==> src/rtl/led_stretch_pkg.sv <==
// Shared definitions for the LED activity stretcher.
// Contents: per-channel mode codes, channel FSM state encoding and a
// counter-width helper that never returns a zero width.
package led_stretch_pkg;

    localparam logic [1:0] MODE_ONESHOT = 2'd0;
    localparam logic [1:0] MODE_RETRIG  = 2'd1;
    localparam logic [1:0] MODE_BLINK   = 2'd2;
    localparam logic [1:0] MODE_LATCH   = 2'd3;

    typedef enum logic [1:0] {
        ST_IDLE  = 2'd0,
        ST_HOLD  = 2'd1,
        ST_LATCH = 2'd2
    } ch_state_e;

    // Width of a counter holding 0..n-1; at least one bit so n=1 stays legal.
    function automatic int unsigned cnt_width(input int unsigned n);
        return (n <= 1) ? 1 : $clog2(n);
    endfunction

endpackage

==> src/rtl/led_stretch_ch.sv <==
// One activity-stretcher channel: IDLE/HOLD/LATCH FSM with hold and blink
// counters and a sticky overrun flag.
// Ports:
//   clk        rising-edge clock
//   i_rst      synchronous active-high reset
//   i_tick     shared prescaler tick (one cycle wide)
//   i_event    trigger strobe/level
//   i_mode     channel mode (ONESHOT/RETRIG/BLINK/LATCH)
//   i_clear    returns the channel to IDLE and clears overrun
//   i_led_en   brightness gate applied to the LED output
//   o_active   channel not IDLE (registered)
//   o_led      LED drive (registered, same cycle as o_active)
//   o_overrun  sticky: event seen while a ONESHOT hold was running
module led_stretch_ch
    import led_stretch_pkg::*;
#(
    parameter int unsigned HOLD_TICKS  = 1000,
    parameter int unsigned BLINK_TICKS = 125
) (
    input  logic       clk,
    input  logic       i_rst,
    input  logic       i_tick,
    input  logic       i_event,
    input  logic       i_clear,
    input  logic [1:0] i_mode,
    input  logic       i_led_en,
    output logic       o_active,
    output logic       o_led,
    output logic       o_overrun
);

    localparam int unsigned HOLD_W  = $clog2(HOLD_TICKS + 1);
    localparam int unsigned BLINK_W = cnt_width(BLINK_TICKS);

    ch_state_e          state_q,     state_nxt;
    logic [HOLD_W-1:0]  hold_q,      hold_nxt;
    logic [BLINK_W-1:0] blink_cnt_q, blink_cnt_nxt;
    logic               phase_q,     phase_nxt;
    logic               overrun_nxt;
    logic               active_nxt;
    logic               led_nxt;

    // State and output registers.
    always_ff @(posedge clk) begin
        if (i_rst) begin
            state_q     <= ST_IDLE;
            hold_q      <= '0;
            blink_cnt_q <= '0;
            phase_q     <= 1'b0;
            o_overrun   <= 1'b0;
            o_active    <= 1'b0;
            o_led       <= 1'b0;
        end else begin
            state_q     <= state_nxt;
            hold_q      <= hold_nxt;
            blink_cnt_q <= blink_cnt_nxt;
            phase_q     <= phase_nxt;
            o_overrun   <= overrun_nxt;
            o_active    <= active_nxt;
            o_led       <= led_nxt;
        end
    end

    // Next-state logic: clear > event > tick.
    always_comb begin
        state_nxt     = state_q;
        hold_nxt      = hold_q;
        blink_cnt_nxt = blink_cnt_q;
        phase_nxt     = phase_q;
        overrun_nxt   = o_overrun;

        if (i_clear) begin
            state_nxt     = ST_IDLE;
            hold_nxt      = '0;
            blink_cnt_nxt = '0;
            phase_nxt     = 1'b0;
            overrun_nxt   = 1'b0;
        end else begin
            unique case (state_q)
                ST_IDLE: begin
                    if (i_event) begin
                        // Blink restarts lit on any new activation.
                        blink_cnt_nxt = '0;
                        phase_nxt     = 1'b1;
                        if (i_mode == MODE_LATCH) begin
                            state_nxt = ST_LATCH;
                        end else begin
                            state_nxt = ST_HOLD;
                            hold_nxt  = HOLD_W'(HOLD_TICKS);
                        end
                    end
                end
                ST_HOLD: begin
                    // Blink timebase advances on ticks while in BLINK mode.
                    if (i_tick && (i_mode == MODE_BLINK)) begin
                        if (blink_cnt_q == BLINK_W'(BLINK_TICKS - 1)) begin
                            blink_cnt_nxt = '0;
                            phase_nxt     = ~phase_q;
                        end else begin
                            blink_cnt_nxt = blink_cnt_q + BLINK_W'(1);
                        end
                    end
                    // A retriggering event beats a coincident tick.
                    if (i_event && (i_mode != MODE_ONESHOT)) begin
                        hold_nxt = HOLD_W'(HOLD_TICKS);
                    end else begin
                        if (i_event) begin
                            overrun_nxt = 1'b1;
                        end
                        if (i_tick) begin
                            if (hold_q == HOLD_W'(1)) begin
                                state_nxt = ST_IDLE;
                                hold_nxt  = '0;
                            end else begin
                                hold_nxt = hold_q - HOLD_W'(1);
                            end
                        end
                    end
                end
                ST_LATCH: begin
                    state_nxt = ST_LATCH;
                end
                default: begin
                    state_nxt = ST_IDLE;
                end
            endcase
        end

        active_nxt = (state_nxt != ST_IDLE);
        led_nxt    = active_nxt && ((i_mode != MODE_BLINK) || phase_nxt) && i_led_en;
    end

endmodule

==> src/rtl/led_activity_stretcher.sv <==
// Multi-channel LED activity stretcher: turns event strobes into visible
// LED indications with per-channel ONESHOT/RETRIG/BLINK/LATCH modes, all
// timed by one shared tick prescaler.
// Optional feature macro: LED_PWM_EN adds i_duty and a shared PWM counter
// that dims every LED output.
// Ports:
//   clk        rising-edge clock
//   i_rst      synchronous active-high reset
//   i_event    per-channel trigger
//   i_mode     per-channel mode, bits [2k+1:2k]
//   i_clear    per-channel clear strobe
//   i_duty     global brightness (LED_PWM_EN only)
//   o_active   per-channel not-IDLE
//   o_led      per-channel LED drive
//   o_overrun  per-channel sticky ONESHOT overrun flag
module led_activity_stretcher
    import led_stretch_pkg::*;
#(
    parameter int unsigned NB_CH       = 4,
    parameter int unsigned TICK_DIV    = 100000,
    parameter int unsigned HOLD_TICKS  = 1000,
    parameter int unsigned BLINK_TICKS = 125,
    parameter int unsigned NB_PWM      = 4
) (
    input  logic                 clk,
    input  logic                 i_rst,
    input  logic [NB_CH-1:0]     i_event,
    input  logic [2*NB_CH-1:0]   i_mode,
    input  logic [NB_CH-1:0]     i_clear,
`ifdef LED_PWM_EN
    input  logic [NB_PWM-1:0]    i_duty,
`endif
    output logic [NB_CH-1:0]     o_active,
    output logic [NB_CH-1:0]     o_led,
    output logic [NB_CH-1:0]     o_overrun
);

    localparam int unsigned PRE_W = $clog2(TICK_DIV);

    logic [PRE_W-1:0] presc_q;
    logic             tick;
    logic             led_en;

    assign tick = (presc_q == PRE_W'(TICK_DIV - 1));

    // Free-running shared tick prescaler.
    always_ff @(posedge clk) begin
        if (i_rst || tick) begin
            presc_q <= '0;
        end else begin
            presc_q <= presc_q + PRE_W'(1);
        end
    end

`ifdef LED_PWM_EN
    logic [NB_PWM-1:0] pwm_cnt_q;

    // Shared PWM counter; LEDs are lit while it is below the duty value.
    always_ff @(posedge clk) begin
        if (i_rst) begin
            pwm_cnt_q <= '0;
        end else begin
            pwm_cnt_q <= pwm_cnt_q + NB_PWM'(1);
        end
    end

    assign led_en = (pwm_cnt_q < i_duty);
`else
    // No dimming: LEDs follow their base value.
    assign led_en = (NB_PWM != 0);
`endif

    for (genvar k = 0; k < NB_CH; k++) begin : g_ch
        led_stretch_ch #(
            .HOLD_TICKS  (HOLD_TICKS),
            .BLINK_TICKS (BLINK_TICKS)
        ) u_ch (
            .clk       (clk),
            .i_rst     (i_rst),
            .i_tick    (tick),
            .i_event   (i_event[k]),
            .i_clear   (i_clear[k]),
            .i_mode    (i_mode[2*k +: 2]),
            .i_led_en  (led_en),
            .o_active  (o_active[k]),
            .o_led     (o_led[k]),
            .o_overrun (o_overrun[k])
        );
    end

endmodule

==> config.mk <==
export PLATFORM = sky130hd
export DESIGN_NAME = led_activity_stretcher
export DESIGN_NICKNAME = d
export VERILOG_FILES = /design/src/rtl/led_stretch_pkg.sv /design/src/rtl/led_stretch_ch.sv /design/src/rtl/led_activity_stretcher.sv
export SDC_FILE = /design/constraint.sdc
export NUM_CORES = 1
export LEC_CHECK = 0
export ABC_AREA = 1
export CORE_MARGIN = 2
export CORE_UTILIZATION = 45
export CTS_CLUSTER_SIZE = 28
export DETAILED_ROUTE_END_ITERATION = 7
export GPL_TIMING_DRIVEN = 0
export PLACE_DENSITY_LB_ADDON = 0.1
export SLEW_MARGIN = 5
export SYNTH_ARGS = -nofsm -noshare
export SYNTH_HDL_FRONTEND = slang
export SYNTH_SLANG_ARGS = --single-unit
==> constraint.sdc <==
create_clock -name clk -period 2.2 [get_ports clk]
set_input_delay 0.44 -clock clk [delete_from_list [all_inputs] [get_ports clk]]
set_output_delay 0.44 -clock clk [all_outputs]
set_load 0.01 [all_outputs]
Figure 1. Power grid.
Drawn at 4 px/µm. Pins as bars on the die edge.
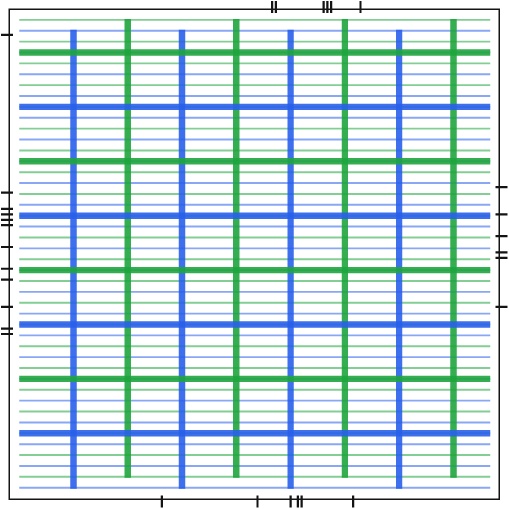
| net | color |
|---|---|
| VSS | blue |
| VDD | green |
met5 straps: 8
rows: 43
met4 straps: 8
signal pins: 30
met1 rails: 44

Figure 2. Drive-strength map.
Drawn at 2 px/µm.
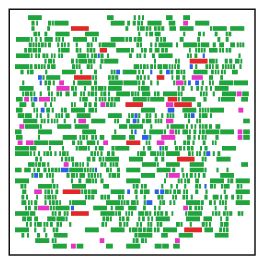
| size | color | cells | share |
|---|---|---|---|
| drive 2 | blue | 29 | 2.9% |
| drive 1 or less | green | 912 | 93% |
| drive 6 and up | red | 13 | 1.3% |
| drive 3 to 4 | magenta | 30 | 3.0% |

==> impl_metrics.env <==
# physical design summary
export IMPL_hold_violations=0
export IMPL_via_per_inst=4.87
export IMPL_cts_hold_buffers=0
export IMPL_tool_warnings=34
export IMPL_critical_path_class="flop to flop"
export IMPL_r2r_end="g_ch[3].u_ch.hold_q[4]"
export IMPL_edf_count=0
export IMPL_drtIter0Drc=338
export IMPL_area_delta_synth_final_pct=12.5
export IMPL_drc=0
export IMPL_cp_top_family="simple AND/OR/NAND/NOR gates"
export IMPL_track_usage_pct=19.1
export IMPL_grt_max_degree=17
export IMPL_most_common_cell="nand2_1"
export IMPL_min_period_over_period_pct=91.9
export IMPL_setup_worst_path_start_class="flop"
export IMPL_drive_gt1_share_pct=7.32
export IMPL_post_cts_setup_buffers=0
export IMPL_yosysTopAreaCell="dfxtp_1"
export IMPL_cp_endpoint="g_ch[3].u_ch.hold_q[4]"
export IMPL_cts_resized=0
export IMPL_yosys_warnings=0
export IMPL_path_cells="ha_1 -> nand2_2 -> nor2_8 -> nand3_2 -> nor2_4 -> buf_4 -> o21bai_4 -> o21ai_1 -> inv_1 -> nand2_1 -> nor2_1"
export IMPL_final_cell_mix="nand2_1 (187), nor2_1 (136), inv_1 (130)"
export IMPL_seqCellArea_um2=2180
export IMPL_die_area_um2=14900
export IMPL_reg2reg_slack_ns=0.18
export IMPL_finClkSkew_ns=0.00728
export IMPL_clock_sinks=109
export IMPL_cp_max_fo=8
export IMPL_lay_top_count="nand2_1"
export IMPL_cts_buffers=9
export IMPL_gr_total_overflow=0
export IMPL_routed_wl_um=13400
export IMPL_syn_inst=939
export IMPL_ys_flops=109
export IMPL_gp_congestion=0.828
export IMPL_topCellsByArea="dfxtp_1 (35%), nand2_1 (11%), nor2_1 (8.1%), inv_1 (7.8%), a21oi_1 (5.7%)"
export IMPL_fin_crit_ns=2.02
export IMPL_setup_viol=0
export IMPL_n_antenna_cell=0
export IMPL_hold_path_end="presc_q[0]"
export IMPL_status="completed"
export IMPL_timing_final_ws_setup_ns=0.177
Figure 3. Routed metal per tile.
Drawn at 3 px/µm. The die is cut into 24 by 24 equal tiles; dark purple is low, yellow is high, scaled to the fullest tile. Values are wire area over tile area, all layers added.
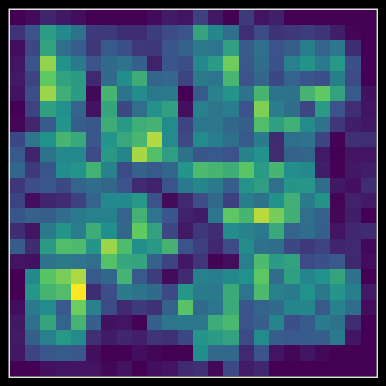
fullest tile: 0.44
mean over tiles: 0.14
nearly empty tiles: 9.0%

Figure 4. Zoomed window.
Window x 36 to 86, y 61 to 111 µm. Cells in gray, sequential cells in the stronger gray; small squares are vias.
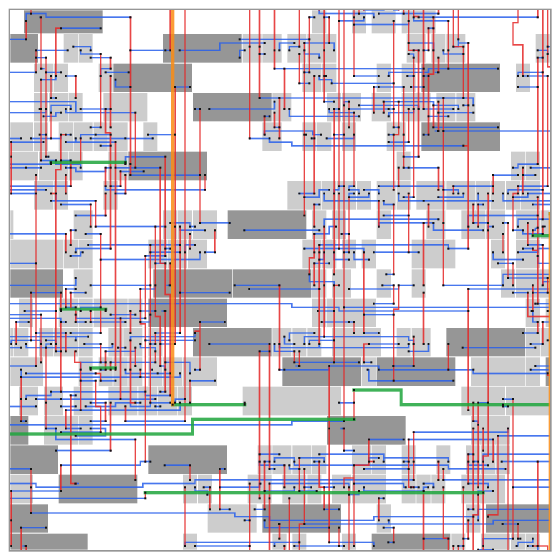
| layer | color |
|---|---|
| met1 | blue |
| met4 | orange |
| met3 | green |
| met2 | red |
sequential cells in the window: 24
netlist names of flops here include: g_ch.u_ch.hold_q (16), presc_q (6)
cells with their middle in the window: 202
most frequent: nand2_1 (34), nor2_1 (32), inv_1 (27)

==> flip-flops by register name, indices dropped and copies added (netlist names) <==
name,cells
presc_q,17
g_ch.u_ch.o_active,4
g_ch.u_ch.o_overrun,4
g_ch.u_ch.phase_q,4
g_ch.u_ch.o_led,4
g_ch.u_ch.hold_q,40
g_ch.u_ch.state_q,8
g_ch.u_ch.blink_cnt_q,28
==> routing by layer <==
| layer | up-vias | global-route usage [%] | part of all wire [%] |
|---|---|---|---|
| met1 | 2489 | 25.7 | 51 |
| met5 | - | 0 | 0 |
| li1 | 3097 | - | - |
| met3 | 12 | 2.57 | 2.5 |
| met4 | 0 | 7.04 | 1.6 |
| met2 | 74 | 31.3 | 45 |
==> stage by stage <==
step / hold WS, ns / util [%] / cell area, µm² / TNS, ns / std cells
final: 0.443 / 51.3 / 7070 / 0 / 1164
after floorplan: 0.413 / - / 6280 / 0 / 939
after CTS: 0.449 / 51.2 / 7050 / 0 / 1162
after global routing: 0.463 / 51.3 / 7070 / -0.00151 / 1164
after global placement: 0.427 / 49.3 / 6790 / -1.23 / 1147
after detailed placement: 0.435 / 49.3 / 6790 / -0.881 / 1147
==> area by class of cell <==
type | instances | area share [%]
plain buffers | 21 | 2.05
repair buffers | 30 | 4.18
well taps | 180 | 3.19
clock buffers | 11 | 3.43
clock inverters | 4 | 0.354
inverters | 140 | 7.45
flip-flops and latches | 109 | 30.9
multi-input cells | 669 | 48.5
==> logic make-up after synthesis <==
family          synth area share [%]
simple gates                    34.1
buf+inv                         10.7
fa+ha+maj                       3.39
xor+xnor                        3.49
compound gates                  13.6
flops                           34.7
==> power breakdown <==
part	switching (mW)	total [mW]	internal, mW	leakage, nW
registers	0.0546	2.09	2.04	0.886
logic	0.415	0.677	0.262	2.04
clock network	0.724	1.51	0.789	0.127
total	1.19	4.28	3.09	3.05
No activity file was given, so power comes from the tool's default toggle rates.
